### Gate families picked out

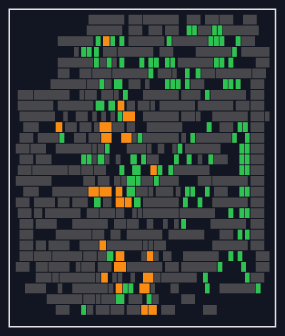
### Placed standard cells

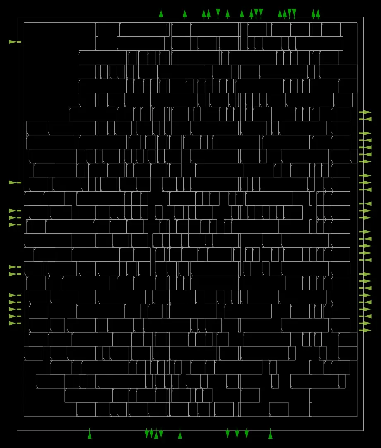
### Clock wires, drivers and flops

The bar under the picture is 20 µm long.
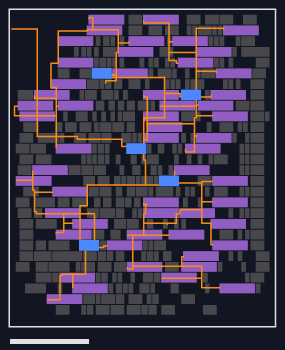
### Met2 routing

Cells faint in the background.
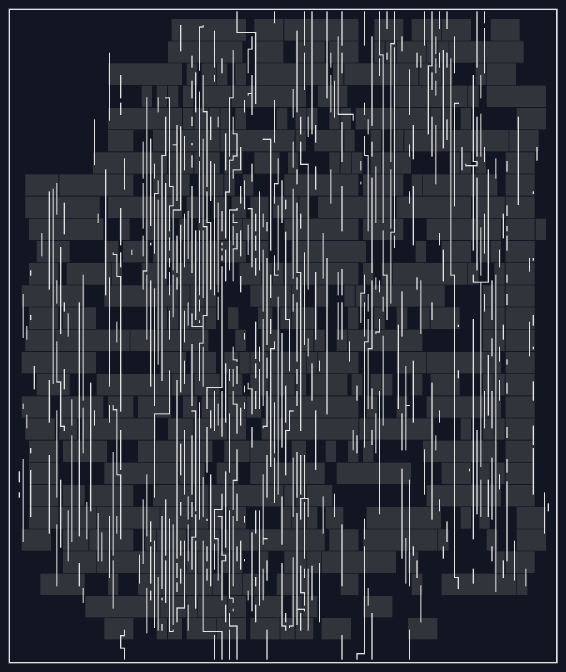
### Placed cells, one color a class

The bar under the picture is 20 µm long.
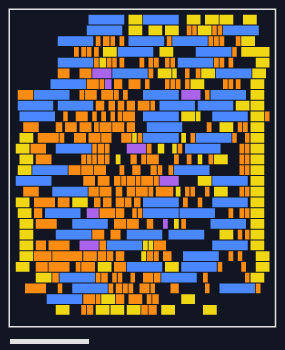
`config.mk`:
```
export PLATFORM = sky130hd
export DESIGN_NAME = program_loader
export DESIGN_NICKNAME = d
export VERILOG_FILES = /design/src/rtl/loader_pkg.sv /design/src/rtl/loader_checksum.sv /design/src/rtl/program_loader.sv
export SDC_FILE = /design/constraint.sdc
export NUM_CORES = 1
export LEC_CHECK = 0
export CAP_MARGIN = 25
export CORE_ASPECT_RATIO = 1.2
export CORE_UTILIZATION = 53
export CTS_CLUSTER_DIAMETER = 120
export DETAILED_ROUTE_END_ITERATION = 7
export GPL_TIMING_DRIVEN = 0
export PLACE_DENSITY = 0.85
export SLEW_MARGIN = 15
export SYNTH_ARGS = -nofsm -noshare
export SYNTH_HDL_FRONTEND = slang
export SYNTH_HIERARCHICAL = 1
export SYNTH_SLANG_ARGS = --single-unit
```
`constraint.sdc`:
```
create_clock -name clk -period 4.9 [get_ports clk]
set_clock_uncertainty 0.15 [all_clocks]
set_input_delay 0.98 -clock clk [delete_from_list [all_inputs] [get_ports clk]]
set_output_delay 0.98 -clock clk [all_outputs]
set_load 0.05 [all_outputs]
```
`src/rtl/loader_pkg.sv`:
```
// Shared state encoding and default widths for the program loader.
// The optional checksum stage is enabled by defining LOADER_CHECKSUM_EN.
package loader_pkg;

  localparam int DEF_ADDR_W = 10;
  localparam int DEF_DATA_W = 16;

  typedef enum logic [2:0] {
    S_IDLE  = 3'd0,
    S_LOAD  = 3'd1,
    S_CHECK = 3'd2,
    S_RST   = 3'd3,
    S_RUN   = 3'd4,
    S_DONE  = 3'd5,
    S_ERROR = 3'd6
  } state_t;

endpackage

```
`src/rtl/loader_checksum.sv`:
```
// Running modulo-2**DATA_W sum of program words; sum_zero reports whether adding
// the presented word would bring the total to zero.
module loader_checksum
  import loader_pkg::*;
#(
  parameter int DATA_W = DEF_DATA_W
) (
  input  logic              clk,
  input  logic              reset,
  input  logic              clear,
  input  logic              add_en,
  input  logic [DATA_W-1:0] word,
  output logic              sum_zero
);

  logic [DATA_W-1:0] r_sum;
  logic [DATA_W-1:0] w_total;

  assign w_total  = r_sum + word;
  assign sum_zero = (w_total == '0);

  always_ff @(posedge clk or posedge reset) begin
    if (reset) begin
      r_sum <= '0;
    end else if (clear) begin
      r_sum <= '0;
    end else if (add_en) begin
      r_sum <= w_total;
    end
  end

endmodule

```
`src/rtl/program_loader.sv`:
```
// Boot sequencer: streams a program into instruction memory, then resets and starts the CPU.
// Define LOADER_CHECKSUM_EN to require a trailing checksum word before the CPU is released.
module program_loader
  import loader_pkg::*;
#(
  parameter int ADDR_W     = DEF_ADDR_W,
  parameter int DATA_W     = DEF_DATA_W,
  parameter int RST_CYCLES = 2
) (
  input  logic              clk,
  input  logic              reset,
  input  logic              load_req,
  input  logic [ADDR_W:0]   load_len,
  input  logic              in_valid,
  input  logic [DATA_W-1:0] in_data,
  output logic              in_ready,
  output logic              im_sel,
  output logic              im_en_write,
  output logic [ADDR_W-1:0] im_address,
  output logic [DATA_W-1:0] im_data,
  output logic              cpu_reset,
  output logic              cpu_start,
  input  logic              cpu_done,
  output logic              busy,
  output logic              error
);

  localparam logic [ADDR_W:0] MAX_LEN = {1'b1, {ADDR_W{1'b0}}};
  localparam logic [ADDR_W:0] LEN_ONE = {{ADDR_W{1'b0}}, 1'b1};
  localparam int RST_W = (RST_CYCLES > 1) ? $clog2(RST_CYCLES) : 1;
  localparam logic [RST_W-1:0] RST_LAST = RST_W'(RST_CYCLES - 1);

  state_t            r_state;
  state_t            w_next;
  logic [ADDR_W:0]   r_count;
  logic [ADDR_W:0]   r_len;
  logic [RST_W-1:0]  r_rstCnt;
  logic              r_error;
  logic              r_we;
  logic [ADDR_W-1:0] r_addr;
  logic [DATA_W-1:0] r_data;
  logic              w_idleLike;
  logic              w_lenOk;
  logic              w_accept;
  logic              w_reject;
  logic              w_beat;
  logic              w_loading;
  logic              w_lastWord;
  logic              w_chkFail;

  assign w_idleLike = (r_state == S_IDLE) || (r_state == S_DONE) || (r_state == S_ERROR);
  assign w_lenOk    = (load_len != '0) && (load_len <= MAX_LEN);
  assign w_accept   = load_req && w_idleLike && w_lenOk;
  assign w_reject   = load_req && w_idleLike && !w_lenOk;
  assign in_ready   = (r_state == S_LOAD) || (r_state == S_CHECK);
  assign w_beat     = in_valid && in_ready;
  assign w_loading  = w_beat && (r_state == S_LOAD);
  assign w_lastWord = ((r_count + LEN_ONE) == r_len);

`ifdef LOADER_CHECKSUM_EN
  logic w_sumZero;

  loader_checksum #(.DATA_W(DATA_W)) u_checksum (
    .clk      (clk),
    .reset    (reset),
    .clear    (w_accept),
    .add_en   (w_loading),
    .word     (in_data),
    .sum_zero (w_sumZero)
  );

  assign w_chkFail = w_beat && (r_state == S_CHECK) && !w_sumZero;
`else
  assign w_chkFail = 1'b0;
`endif

  always_ff @(posedge clk or posedge reset) begin
    if (reset) begin
      r_state <= S_IDLE;
    end else begin
      r_state <= w_next;
    end
  end

  always_comb begin
    w_next = r_state;
    case (r_state)
      S_IDLE, S_DONE, S_ERROR: begin
        if (w_accept) begin
          w_next = S_LOAD;
        end else if (w_reject) begin
          w_next = S_IDLE;
        end
      end
      S_LOAD: begin
        if (w_loading && w_lastWord) begin
`ifdef LOADER_CHECKSUM_EN
          w_next = S_CHECK;
`else
          w_next = S_RST;
`endif
        end
      end
`ifdef LOADER_CHECKSUM_EN
      S_CHECK: begin
        if (w_beat) begin
          w_next = w_sumZero ? S_RST : S_ERROR;
        end
      end
`endif
      S_RST: begin
        if (r_rstCnt == RST_LAST) begin
          w_next = S_RUN;
        end
      end
      S_RUN: begin
        if (cpu_done) begin
          w_next = S_DONE;
        end
      end
      default: w_next = S_IDLE;
    endcase
  end

  // Write port is registered one cycle behind the accepted beat; count never wraps
  // because LOAD is left on the beat that reaches len.
  always_ff @(posedge clk or posedge reset) begin
    if (reset) begin
      r_count  <= '0;
      r_len    <= '0;
      r_rstCnt <= '0;
      r_error  <= 1'b0;
      r_we     <= 1'b0;
      r_addr   <= '0;
      r_data   <= '0;
    end else begin
      r_we <= w_loading;
      if (w_loading) begin
        r_addr  <= r_count[ADDR_W-1:0];
        r_data  <= in_data;
        r_count <= r_count + LEN_ONE;
      end
      if (w_accept) begin
        r_count <= '0;
        r_len   <= load_len;
        r_error <= 1'b0;
      end else if (w_reject || w_chkFail) begin
        r_error <= 1'b1;
      end
      if (r_state == S_RST) begin
        r_rstCnt <= r_rstCnt + RST_W'(1);
      end else begin
        r_rstCnt <= '0;
      end
    end
  end

  assign im_sel      = in_ready || r_we;
  assign im_en_write = r_we;
  assign im_address  = r_addr;
  assign im_data     = r_data;
  assign cpu_reset   = (r_state != S_RUN);
  assign cpu_start   = (r_state == S_RUN);
  assign busy        = (r_state == S_LOAD) || (r_state == S_CHECK) ||
                       (r_state == S_RST)  || (r_state == S_RUN);
  assign error       = r_error;

endmodule

```
==> deck_impl_summary.md <==
Synthesis and Place & Route Summary

Status
  • Outcome: finished clean

Final layout
  • Fin cells: 424
  • Area grow syn2layout: 30.6%
  • Register area: 1350 µm²

Timing
  • Max-slew violations: 0
  • Fin crit period: 3.32 ns

Min path
  • Hold Crit Endpoint: r_rstCnt

Detailed routing
  • Drt drc: 0
  • WL/cell: 13.6 µm
  • Antenna Violating Nets Remaining: 0
  • Vias per cell: 5.33
  • Initial DRT Pass Iterations: 4

Critical path
  • Reg2Reg Depth: 8
  • CP Capture Type: output pin

Yosys
  • Top FF cell, synth: dfrtp_1
  • Yosys warnings: 6
  • Yosys cell types: 40

Pwr
  • Combinational group share of total power: 58.5%
  • Net Sw Frac: 48.0%
  • Cell Int Power: 1.22 mW
  • P_comb: between 1 and 1.5 mW
  • Peak supply drop: 0.273 mV
  • Power Sequential: approximately 0.73 mW

GRT
  • Tot GR Track Use: 24.1%
  • Total gr overflow: 0
  • Largest net degree at the start of global routing: 36
  • GRT busiest layer: met2

Floorplanning
  • Floorplan Utilization: 54.7%
  • Chip Area: 5350 µm²
  • # IOs: 65

Place
  • I/O Buffers: 64

Clock network
  • Post-CTS setup buffers: 0
  • Clock-pin transition on the worst setup and hold timing paths: 0.09 ns
-- 'Gate families picked out' (at the start) --
[nand cells] green | cells: 105 | most used: nand2_1
[aoi and oai cells] orange | cells: 23 | most used: o21ai_0
combinational share of cell area: 34.8%
most numerous logic cell after layout: nand2_1

-- 'Placed standard cells' (at the start) --
Core Util, Final: 71.5%
Tapcells: 60
flop count: 54

-- 'Clock wires, drivers and flops' (at the start) --
[clock-net drivers] blue | count: 5
[clock wires] orange | length: 578 µm
[flip-flops] purple | count: 54
flops lie: spread over the die
routed clock nets: 6
worst skew pair latency: 0.31 ns
clock power share: 10.2%
P_clk: 0.240 mW

-- 'Met2 routing' (at the start) --
share of all routed wire: 50%
main direction: vertical
nets with wire on the layer: 335
final WL: 5770 µm
grt met2 use: 39.6%
vias post-DR: 2258

-- 'Placed cells, one color a class' (at the start) --
[registers] blue | cells: 54
[clock drivers and dummy loads] purple | cells: 8
[remaining logic cells] orange | cells: 221
[remaining buffers and delay cells] yellow | cells: 81
fin area: 3510 µm²
site row count: 28
sequential share of cell area: 38.5%

==> registers in the layout, indices dropped and copies added, names as in the netlist <==
| register | cells |
|---|---|
| r_len | 11 |
| error | 1 |
| r_rstCnt | 1 |
| im_address | 10 |
| r_state | 3 |
| r_count | 11 |
| im_en_write | 1 |
| im_data | 16 |
==> worst max-delay path, cell delays in order, from the launching register on <==
cell and delay [ns]:
dfrtp_1 0.41, buf_1 0.23, nor2_1 0.26, nand2_1 0.11
inv_1 0.08, clkdlybuf4s50_1 0.80
==> synthesized netlist by cell type, drive strengths merged, types with 2 or more instances <==
| cell type | number |
|---|---|
| or2 | 3 |
| a31oi | 3 |
| nor2 | 21 |
| clkbuf | 8 |
| o21ai | 7 |
| nand2 | 93 |
| mux2 | 10 |
| inv | 9 |
| or4 | 2 |
| buf | 8 |
| nor3 | 7 |
| xor2 | 14 |
| nor4 | 6 |
| nand3 | 6 |
| nand2b | 2 |
| a211oi | 4 |
| dfrtp | 54 |
| nand4 | 4 |
| xnor2 | 12 |
| a21oi | 4 |
==> area by class of cell <==
type | count | area share (%)
sequential | 54 | 38.5
multi-input combinational | 212 | 34.8
timing repair buffer | 65 | 18.8
buffer | 16 | 2.21
tap | 60 | 2.14
clock buffer | 6 | 2.07
inverter | 9 | 0.964
clock inverter | 2 | 0.393
==> logic make-up (layout without fill, tap and decap cells) <==
| family | Yosys count | in the layout | share of synthesized area [%] |
|---|---|---|---|
| AND/OR/NAND/NOR | 146 | 146 | 23.9 |
| flip-flops | 54 | 54 | 50.3 |
| AND-OR/OR-AND | 27 | 27 | 6.85 |
| XOR/XNOR | 26 | 26 | 8.48 |
| buffers and inverters | 25 | 98 | 4.15 |
| multiplexers | 11 | 11 | 5.41 |
| adder cells (fa/ha/maj) | 2 | 2 | 0.839 |
Power figures rest on the tool's default switching activity, not on a simulated workload.
